### config.mk
export PLATFORM = sky130hd
export DESIGN_NAME = csr_regfile
export DESIGN_NICKNAME = d
export VERILOG_FILES = /design/src/rtl/csr_regfile.sv
export SDC_FILE = /design/constraint.sdc
export NUM_CORES = 1
export LEC_CHECK = 0
export CAP_MARGIN = 30
export CELL_PAD_IN_SITES_DETAIL_PLACEMENT = 2
export CELL_PAD_IN_SITES_GLOBAL_PLACEMENT = 2
export CORE_ASPECT_RATIO = 1.5
export CORE_MARGIN = 2
export CORE_UTILIZATION = 27
export CTS_CLUSTER_SIZE = 20
export DETAILED_ROUTE_END_ITERATION = 10
export PLACE_DENSITY = 0.82
export SYNTH_ARGS = -nofsm -noshare
export SYNTH_HDL_FRONTEND = slang
export SYNTH_SLANG_ARGS = --single-unit
export TNS_END_PERCENT = 1
### constraint.sdc
create_clock -name clk -period 3.1 [get_ports clk]
set_input_delay 0.775 -clock clk [delete_from_list [all_inputs] [get_ports clk]]
set_output_delay 0.775 -clock clk [all_outputs]
set_load 0.01 [all_outputs]
### src/rtl/csr_regfile.sv
// Machine-mode CSR file for the RV64 pipeline: EX read port, WB write port, trap/mret
// state updates and a one-cycle registered redirect to fetch. Optional: CSR_COUNTERS_EN.
module csr_regfile #(
   parameter int               XLEN        = 64,
   parameter logic [XLEN-1:0]  MTVEC_RESET = '0,
   parameter logic [XLEN-1:0]  HARTID      = '0
) (
   input  logic            clk,
   input  logic            rst,
   input  logic [11:0]     csr_raddr,
   output logic [XLEN-1:0] csr_rdata,
   output logic            illegal_addr,
   input  logic            csr_we,
   input  logic [11:0]     csr_waddr,
   input  logic [XLEN-1:0] csr_wdata,
   input  logic            trap_valid,
   input  logic [XLEN-1:0] trap_cause,
   input  logic [XLEN-1:0] trap_pc,
   input  logic [XLEN-1:0] trap_tval,
   input  logic            mret_valid,
   input  logic            instret_inc,
   output logic            redirect_valid,
   output logic [XLEN-1:0] redirect_pc,
   output logic            mstatus_mie
);
   localparam logic [11:0] A_MSTATUS  = 12'h300;
   localparam logic [11:0] A_MIE      = 12'h304;
   localparam logic [11:0] A_MTVEC    = 12'h305;
   localparam logic [11:0] A_MSCRATCH = 12'h340;
   localparam logic [11:0] A_MEPC     = 12'h341;
   localparam logic [11:0] A_MCAUSE   = 12'h342;
   localparam logic [11:0] A_MTVAL    = 12'h343;
   localparam logic [11:0] A_MHARTID  = 12'hF14;
   localparam logic [11:0] A_MCYCLE   = 12'hB00;
   localparam logic [11:0] A_MINSTRET = 12'hB02;

   typedef enum logic {IDLE, REDIR} state_t;

   state_t          state;
   logic            mie_q, mpie_q;
   logic [XLEN-1:0] mie_reg_q, mtvec_q, mscratch_q, mepc_q, mcause_q, mtval_q;
   logic [XLEN-1:0] mstatus_rd, fwd_val;
   logic            rd_impl, wr_impl, fwd;

   function automatic logic is_impl(input logic [11:0] a);
      case (a)
         A_MSTATUS, A_MIE, A_MTVEC, A_MSCRATCH, A_MEPC,
         A_MCAUSE, A_MTVAL, A_MHARTID: is_impl = 1'b1;
`ifdef CSR_COUNTERS_EN
         A_MCYCLE, A_MINSTRET:         is_impl = 1'b1;
`endif
         default:                      is_impl = 1'b0;
      endcase
   endfunction

   // Value a CSR would hold after a write of v; shared by the forward and commit paths.
   function automatic logic [XLEN-1:0] legalize(input logic [11:0] a, input logic [XLEN-1:0] v);
      logic [XLEN-1:0] r;
      r = v;
      case (a)
         A_MSTATUS: begin
            r        = '0;
            r[3]     = v[3];
            r[7]     = v[7];
            r[12:11] = 2'b11;
         end
         A_MTVEC, A_MEPC: r[1:0] = 2'b00;
         default: ;
      endcase
      return r;
   endfunction

`ifdef CSR_COUNTERS_EN
   logic [XLEN-1:0] mcycle_q, minstret_q;
`else
   logic unused_instret;
   assign unused_instret = instret_inc;
`endif

   always_comb begin
      mstatus_rd        = '0;
      mstatus_rd[3]     = mie_q;
      mstatus_rd[7]     = mpie_q;
      mstatus_rd[12:11] = 2'b11;
   end

   assign rd_impl = is_impl(csr_raddr);
   assign wr_impl = is_impl(csr_waddr) && (csr_waddr != A_MHARTID);
   assign fwd     = csr_we && wr_impl && (csr_waddr == csr_raddr);
   assign fwd_val = legalize(csr_waddr, csr_wdata);

   always_comb begin
      csr_rdata = '0;
      case (csr_raddr)
         A_MSTATUS:  csr_rdata = mstatus_rd;
         A_MIE:      csr_rdata = mie_reg_q;
         A_MTVEC:    csr_rdata = mtvec_q;
         A_MSCRATCH: csr_rdata = mscratch_q;
         A_MEPC:     csr_rdata = mepc_q;
         A_MCAUSE:   csr_rdata = mcause_q;
         A_MTVAL:    csr_rdata = mtval_q;
         A_MHARTID:  csr_rdata = HARTID;
`ifdef CSR_COUNTERS_EN
         A_MCYCLE:   csr_rdata = mcycle_q;
         A_MINSTRET: csr_rdata = minstret_q;
`endif
         default:    csr_rdata = '0;
      endcase
      if (fwd) csr_rdata = fwd_val;
   end

   assign illegal_addr = !rd_impl;
   assign mstatus_mie  = mie_q;

   // Trap beats mret beats a WB write; the losers are dropped entirely.
   always_ff @(posedge clk) begin
      if (rst) begin
         mie_q      <= 1'b0;
         mpie_q     <= 1'b0;
         mie_reg_q  <= '0;
         mtvec_q    <= {MTVEC_RESET[XLEN-1:2], 2'b00};
         mscratch_q <= '0;
         mepc_q     <= '0;
         mcause_q   <= '0;
         mtval_q    <= '0;
`ifdef CSR_COUNTERS_EN
         mcycle_q   <= '0;
         minstret_q <= '0;
`endif
      end else begin
`ifdef CSR_COUNTERS_EN
         mcycle_q <= mcycle_q + 1'b1;
         if (instret_inc) minstret_q <= minstret_q + 1'b1;
`endif
         if (trap_valid) begin
            mepc_q   <= {trap_pc[XLEN-1:2], 2'b00};
            mcause_q <= trap_cause;
            mtval_q  <= trap_tval;
            mpie_q   <= mie_q;
            mie_q    <= 1'b0;
         end else if (mret_valid) begin
            mie_q  <= mpie_q;
            mpie_q <= 1'b1;
         end else if (csr_we) begin
            case (csr_waddr)
               A_MSTATUS: begin
                  mie_q  <= csr_wdata[3];
                  mpie_q <= csr_wdata[7];
               end
               A_MIE:      mie_reg_q  <= csr_wdata;
               A_MTVEC:    mtvec_q    <= fwd_val;
               A_MSCRATCH: mscratch_q <= csr_wdata;
               A_MEPC:     mepc_q     <= fwd_val;
               A_MCAUSE:   mcause_q   <= csr_wdata;
               A_MTVAL:    mtval_q    <= csr_wdata;
`ifdef CSR_COUNTERS_EN
               A_MCYCLE:   mcycle_q   <= csr_wdata;
               A_MINSTRET: minstret_q <= csr_wdata;
`endif
               default: ;
            endcase
         end
      end
   end

   // Redirect target is captured from pre-edge mtvec/mepc, so same-cycle writes never leak in.
   always_ff @(posedge clk) begin
      if (rst) begin
         state       <= IDLE;
         redirect_pc <= '0;
      end else if (trap_valid) begin
         state       <= REDIR;
         redirect_pc <= mtvec_q;
      end else if (mret_valid) begin
         state       <= REDIR;
         redirect_pc <= mepc_q;
      end else begin
         state       <= IDLE;
         redirect_pc <= '0;
      end
   end

   assign redirect_valid = (state == REDIR);

endmodule
==> deck_impl_summary.md <==
Physical Implementation Snapshot

Run status
  – Status: complete, but fails checks
  – Failing checks: setup timing

Setup path
  – Delay-heaviest family, CP: simple AND/OR/NAND/NOR gates
  – CP Depth: 11
  – Critical Path, Cell by Cell: buf_8 -> nor4_4 -> nand3_2 -> or4_4 -> nor3_4 -> buf_12 -> buf_12 -> buf_16 -> buf_8 -> o2bb2ai_4 -> buf_6
  – Worst Setup SP: csr_waddr[7]
  – Buf+Inv Stages, Crit Path: 6
  – Crit-path slowest cell: or4_4
  – Reg2reg setup slack: approximately 2.1 ns

STA
  – Final tally of hold violations: 0
  – Final worst-path cycle share: 122%
  – Max transition margin: 25.5%
  – Least-Margin Pin Slew: roughly 1.1 ns
  – Worst setup slack after layout: -0.678 ns
  – Endpoints failing setup: 65
  – Slew Viols, Final: 0

Logic synthesis
  – Leading area contributor after synthesis: dfxtp_1
  – Synth Seq Share: 43.6%
  – Number of flops mapped to enable cells by yosys: 0
  – Top cells by area: dfxtp_1, nand2_1, a21oi_1, a221oi_1, clkbuf_1
  – Most numerous cell in the Yosys netlist: nand2_1
  – Async SR Flop Fraction: 0%
  – Yosys xor share: less than 1%
  – Synth Area in Adders: 0%

GRT
  – Largest net degree at the start of global routing: 200
  – Routing usage on met1: between 30% and 40%
  – Most utilized layer in the global route result: met2

Placed design
  – I/O Buffers: between 400 and 500

Finish
  – Area grow syn2layout: 47.5%
  – Comb/total area: between 30% and 40%
  – Clkbuf count: roughly 73
  – Largest class: logic gates
  – ClkCell Share: between 5 and 6%
  – Most frequent cells in the layout: nand2_1, dfxtp_1, clkdlybuf4s50_1

CTS
  – Clock tree buffer depth: 3

Detailed routing
  – Met1 Wirelength: between 40000 and 50000 um
  – WL met2: 61400 um
  – Vias post-DR: 23800
  – DRT Wirelength: roughly 120000 um

Floorplanning
  – Chip Area: ~80000 um2

Power
  – P_leak: 11.3 nW

Min path
  – Worst hold start: mie_reg_q[18]
  – Hold depth: 2

Run
  – MaxCap Viol Count: 0
## registers in the layout, indices dropped and copies added (netlist names)
signal          cells
mtval_q            64
mtvec_q            64
mepc_q             64
mstatus_mie         1
mscratch_q         64
mpie_q              1
mie_reg_q          64
mcause_q           64
redirect_valid      1
redirect_pc        64
## report_power, final
part	internal, W	leakage, nW	switching [W]
logic	0.000738	6.84	0.000840
registers	0.00598	3.68	0.000133
clock network	0.00356	0.801	0.00268
## metrics by stage
step           power (W)  instances  setup TNS (ns)
2_1_floorplan    0.00676       2532           -3.30
3_3_place_gp     0.00764       3916         -147.08
3_5_place_dp     0.00772       3917         -173.61
4_1_cts           0.0139       4061          -33.70
5_1_grt           0.0143       4066          -43.13
6_report          0.0139       4066          -39.67
==> images/pins.png <==
Pins as bars across the die edge, other pins in gray.
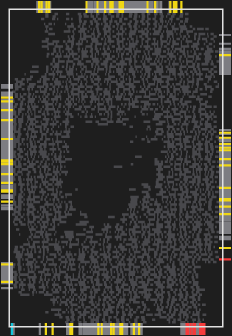
cyan -> `instret_inc`  # pins 1, direction input, edge south
yellow -> `csr_wdata`  # pins 64, direction input, edge 21 north, 15 west, 14 south, 14 east
red -> `csr_raddr`  # pins 12, direction input, edge 11 south, 1 east
all pins by edge = 106 west, 105 east, 104 south, 102 north

==> images/final_clocks.png <==
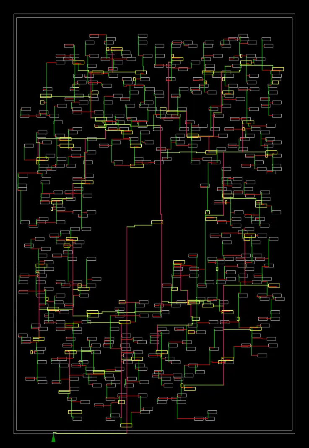
P_clk: 0.00624 W
Clock Latency Late Sink: 0.61 ns
cts bufs inserted: 48

==> images/pdn.png <==
Pins as bars on the die edge.
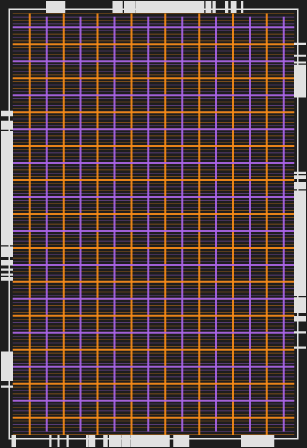
orange -> VSS
purple -> VDD
met4 straps = 16
signal pins = 417
met5 straps = 24
met1 rails = 125
rows = 124

No activity file was given, so power comes from the tool's default toggle rates.
